===== config.mk =====
export PLATFORM = sky130hd
export DESIGN_NAME = csr
export DESIGN_NICKNAME = d
export VERILOG_FILES = /design/src/rtl/csr.sv
export SDC_FILE = /design/constraint.sdc
export NUM_CORES = 1
export LEC_CHECK = 0
export CORE_MARGIN = 2
export CORE_UTILIZATION = 36
export DETAILED_ROUTE_END_ITERATION = 12
export PLACE_DENSITY = 0.67
export SETUP_SLACK_MARGIN = 0.1
export SLEW_MARGIN = 30
export SYNTH_ARGS = -nofsm -noshare
export SYNTH_HDL_FRONTEND = slang
export SYNTH_SLANG_ARGS = --single-unit

===== constraint.sdc =====
create_clock -name clk -period 5 [get_ports clk]
set_input_delay 0.75 -clock clk [delete_from_list [all_inputs] [get_ports clk]]
set_output_delay 0.75 -clock clk [all_outputs]
set_load 0.1 [all_outputs]

===== src/rtl/csr.sv =====
// csr: one Zicsr control/status register with a direct external write port.
//
// Ports:
//   clk              rising-edge clock
//   reset            synchronous active-high reset, loads ResetValue
//   csr_enable       current instruction is a CSR instruction
//   csr_addr         CSR address carried by the instruction
//   rs1_data         operand for CSRRW / CSRRS / CSRRC
//   rs1_zimm         5-bit immediate for CSRRWI / CSRRSI / CSRRCI
//   csr_op           decoded CSR operation
//   ext_data         external write data (CsrWidth bits)
//   ext_write_enable external write strobe, loses to an instruction write
//   out              pre-update register value when addressed, else 0

package decoder_pkg;
    typedef logic [31:0] word;
    typedef logic [11:0] csr_addr_t;
    typedef logic [4:0]  r;
    // funct3 encoding: bit 2 selects the immediate form, bits 1:0 the action
    typedef enum logic [2:0] {
        CSRRW  = 3'b001,
        CSRRS  = 3'b010,
        CSRRC  = 3'b011,
        CSRRWI = 3'b101,
        CSRRSI = 3'b110,
        CSRRCI = 3'b111
    } csr_op_t;
endpackage

module csr
    import decoder_pkg::*;
#(
    parameter csr_addr_t           Addr       = 12'h000,
    parameter int                  CsrWidth   = 32,
    parameter logic [CsrWidth-1:0] ResetValue = '0
) (
    input  logic                clk,
    input  logic                reset,
    input  logic                csr_enable,
    input  csr_addr_t           csr_addr,
    input  word                 rs1_data,
    input  r                    rs1_zimm,
    input  csr_op_t             csr_op,
    input  logic [CsrWidth-1:0] ext_data,
    input  logic                ext_write_enable,
    output word                 out
);
    logic [CsrWidth-1:0] value;
    logic [CsrWidth-1:0] operand;
    logic [CsrWidth-1:0] inst_value;
    logic [1:0]          action;
    logic                match;
    logic                inst_write;
    word                 operand_w;

    always_comb begin
        match      = csr_addr == Addr;
        action     = csr_op[1:0];
        operand_w  = csr_op[2] ? {27'b0, rs1_zimm} : rs1_data;
        operand    = operand_w[CsrWidth-1:0];
        // action 2'b00 is not a legal CSR op, so it never writes
        inst_write = csr_enable && match && action != 2'b00;
        inst_value = action == 2'b01 ? operand :
                     action == 2'b10 ? (value | operand) :
                                       (value & ~operand);
        out        = match ? word'(value) : '0;
    end

    always_ff @(posedge clk) begin
        if (reset)
            value <= ResetValue;
        else if (inst_write)
            value <= inst_value;
        else if (ext_write_enable)
            value <= ext_data;
    end
endmodule


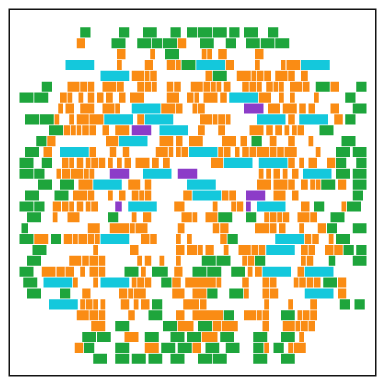
*Cell classes on the final placement*
Drawn at 4 px/um.
| class | color | cells | share of their area |
|---|---|---|---|
| remaining buffers and delay cells | green | 127 | 30% |
| remaining logic cells | orange | 341 | 51% |
| registers | cyan | 32 | 17% |
| clock drivers and dummy loads | purple | 7 | 2.0% |
core box area: 7331 um2
fin area: 3975 um2
Std-Cell Rows: 31

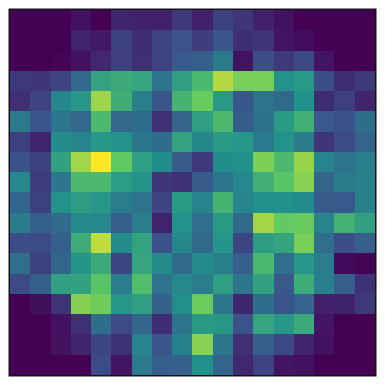
*Wiring heat map*
Drawn at 4 px/um. 18 x 18 tiles, from dark purple (low) to yellow (high), scaled to the fullest tile. Values are wire area over tile area, all layers added.
nearly empty tiles: 11%
fullest tile: 0.52
densest ninth of the die: middle right
post-DR wirelength/cell: 14.84 um
Vias: 3138
drt total wl: 8996 um

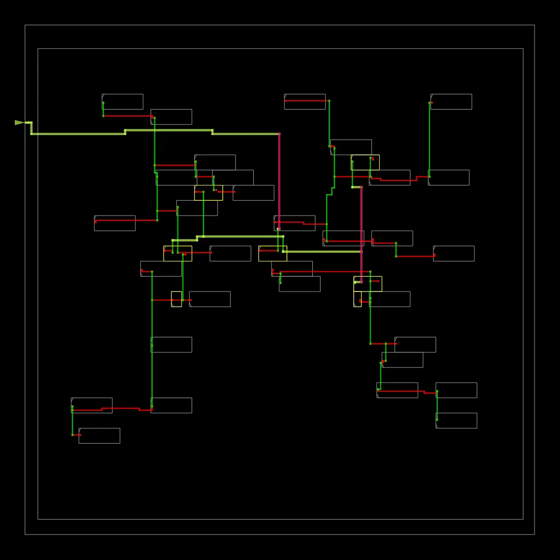
*Clock nets*
number of buffers created by CTS: 5
Late-Pin Clk Latency: 0.27 ns
clk pwr: 0.188 mW
flop count: 32

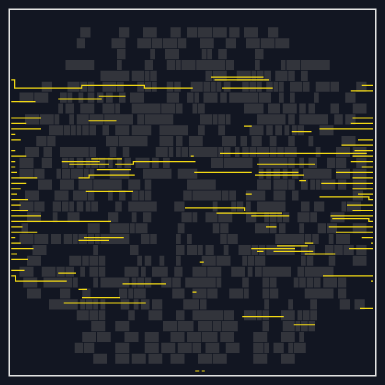
*M3 wires*
Drawn at 4 px/um. Cells faint in the background.
share of all routed wire: 8.4%
main direction: horizontal
longest straight run: 36.3 um
met3 usage: 0.04564

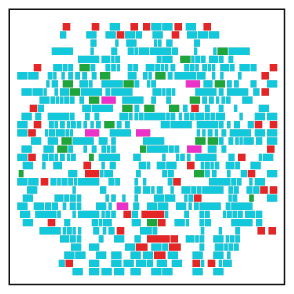
*Drive-strength map*
Drawn at 3 px/um.
| size | color | cells |
|---|---|---|
| x3 and x4 | red | 45 |
| x1 and smaller | cyan | 431 |
| x6 and larger | magenta | 6 |
| x2 | green | 25 |
bufs w/o clock: 127
Worst Setup Slack, final: 1.514 ns

-- power groups by stage --
stage	Sequential [mW]	Clock, mW	Combinational [mW]
after floorplan	0.284	0	0.101
after global placement	0.288	0	0.188
after detailed placement	0.288	0	0.192
after CTS	0.282	0.192	0.193
after global routing	0.284	0.203	0.212
final	0.283	0.188	0.193
-- critical path, cell delays in order --
cell	delay, ns
clkdlybuf4s50_1	0.42
or4_4	0.60
nor3_2	0.18
buf_4	0.31
and2_1	0.18
buf_4	0.29
-- worst max-delay path by stage --
stage / slack [ns] / cells past startpoint / to
floorplan: 1.58 / 4 / out[10]
global placement: 1.42 / 7 / flip-flop
detailed placement: 1.38 / 7 / flip-flop
CTS: 1.48 / 6 / out[9]
global route: 1.35 / 6 / out[12]
finish: 1.51 / 6 / out[9]
-- placed cells by master (no fill, tap or decap), types with 5 or more instances in the layout --
cell | netlist | layout
buf_4 | 1 | 39
nor3_1 | 12 | 11
nor3_2 | 20 | 21
clkbuf_8 | 0 | 5
dfxtp_1 | 32 | 32
o221ai_1 | 5 | 5
nor2_1 | 13 | 13
a31oi_1 | 10 | 10
nand2_1 | 28 | 28
clkdlybuf4s50_1 | 0 | 85
inv_1 | 59 | 59
mux2i_1 | 5 | 5
a21oi_1 | 84 | 84
o21ai_0 | 27 | 27
xnor2_1 | 26 | 26
and2_1 | 32 | 32
-- cell type report --
cell class	instances	area [um2]
clock buffers	6	72.57
clock inverters	1	5.005
fillers	737	3356
inverters	59	221.5
multi-input cells	282	1747
flip-flops and latches	32	640.6
well taps	99	123.9
repair buffers	127	1165
-- per-layer routing --
metal | global-route usage | routed length [um] | vias up
met5 | 0 | 0 | -
met4 | 0.06818 | 95 | 0
met3 | 0.04564 | 759 | 11
met2 | 0.3617 | 4210 | 147
met1 | 0.2715 | 3932 | 1427
li1 | - | - | 1553
==> impl_metrics.toml <==
# flow metrics
[outcome]
status = "finished, final reports clean"

[clock_network]
cts_buffer_depth = 2
cts_resized = 0
cts-root-buf = "clkbuf_8"
cts_tree = "built"
htreeDepth = 2
clk_pin_slew_ns = 0.06
cts_hold_buffers = 0
post_cts_buffers = 0
cts_sinks = 32

[final_layout]
fin_nets = 595
antenna_cells = 0
layoutNonFillerInstCount = 606
syn_to_final_growth_pct = 45.00
drive_gt1_frac = 0.1499
final_core_util = 0.5422

[detailed_routing]
firstDrtPassIters = 4
ant_nets = 0
post-route-drc-count = 0
first_iter_violations = 198
vias_per_cell = 5.178

[floorplanning]
die_h_um = 91.27
initial_core_util = 0.3740
chip_area_um2 = 8329
ioPinCount = 120
die_x_um = 91.27

[synth]
yosys_cells = 406
avgSynthCellArea_um2 = 6.752
post_synth_num_cell_types = 31
yosysMostFrequentCell = "a21oi_1"
compound_area_frac = 0.2510
top_cell_area_share = 0.2337
async_reset_ff_frac = 0
ys_sh_mux = 0.01826
synthAdderAreaFrac = 0
edf_count = 0
common_cells = "a21oi_1, inv_1, and2_1, dfxtp_1"
yosys_warnings = 0
ys_sh_xor = 0.08307
ys.flops = 32
ff_type = "dfxtp_1"
synth_area_leader_cell = "dfxtp_1"
synthSimpleGateAreaFrac = 0.2802
yosys_area_um2 = 2741
area_leaders = "dfxtp_1, a21oi_1, xnor2_1"
syn-num-nets = 494
logic_family = "simple AND/OR/NAND/NOR gates"
netlist_instances = 406
ys_seq_frac = 0.2337
synth_area_um2 = 2741

[power_and_ir_drop]
swShare = 0.2880
seqPwrFrac = 0.426
leakage_nw = 1.711
power_frac_comb = 0.291
power.internal_mw = 0.4723
p_sw_mw = 0.1911
pwr-share-clk = 0.283
vdd_drop_max_v = 0.0001013
powerDensity_nw_per_um2 = 166.9
total_power_mw = 0.6634

[placement]
hpwlAfterDp_um = 6101
gp_routability_congestion = 0.8535
placed_area_um2 = 3897
portBuffers = 119
place_inst = 599
pre_cts_slack_ns = 1.381

[worst_setup_path]
r2r_slack_ns = 4.28
arrival_ns = 2.74
cp-end-kind = "primary output"
crit_fanout = 32
cp.required_ns = 4.25
reg2reg_depth = 2
crit_start = "csr_addr[7]"
worstSetupPathType = "primary input to primary output"
critPathLaunchType = "primary input"

[global_routing]
grt-ovfl-total = 0
grt_start_max_net_pins = 34
grt_pass1_wl_um = 14820
grt_util_all_layers = 0.2141
antenna_found_initial = 0
grt_pass1_vias = 3193

[timing]
finalHoldViolations = 0
min_period_ns = 3.486
maxSlewViolCount = 0
holdWs_ns = 0.5001
finalCritPeriodShare = 0.6972
skew_ns = 0
max_freq_mhz = 286.9
relSlewSlack = 0.4339
rsz0062_at_grt = "no"
setup-violations-final = 0
finalSetupTns_ns = 0
worst_slew_pin_slew_ns = 0.8492

[worst_hold_path]
worst_hold_path_type = "flip-flop to flip-flop"
hold_depth = 2

[run]
cap_violations = 0
tool_warnings = 26
Power is estimated from default activity; no workload was simulated.
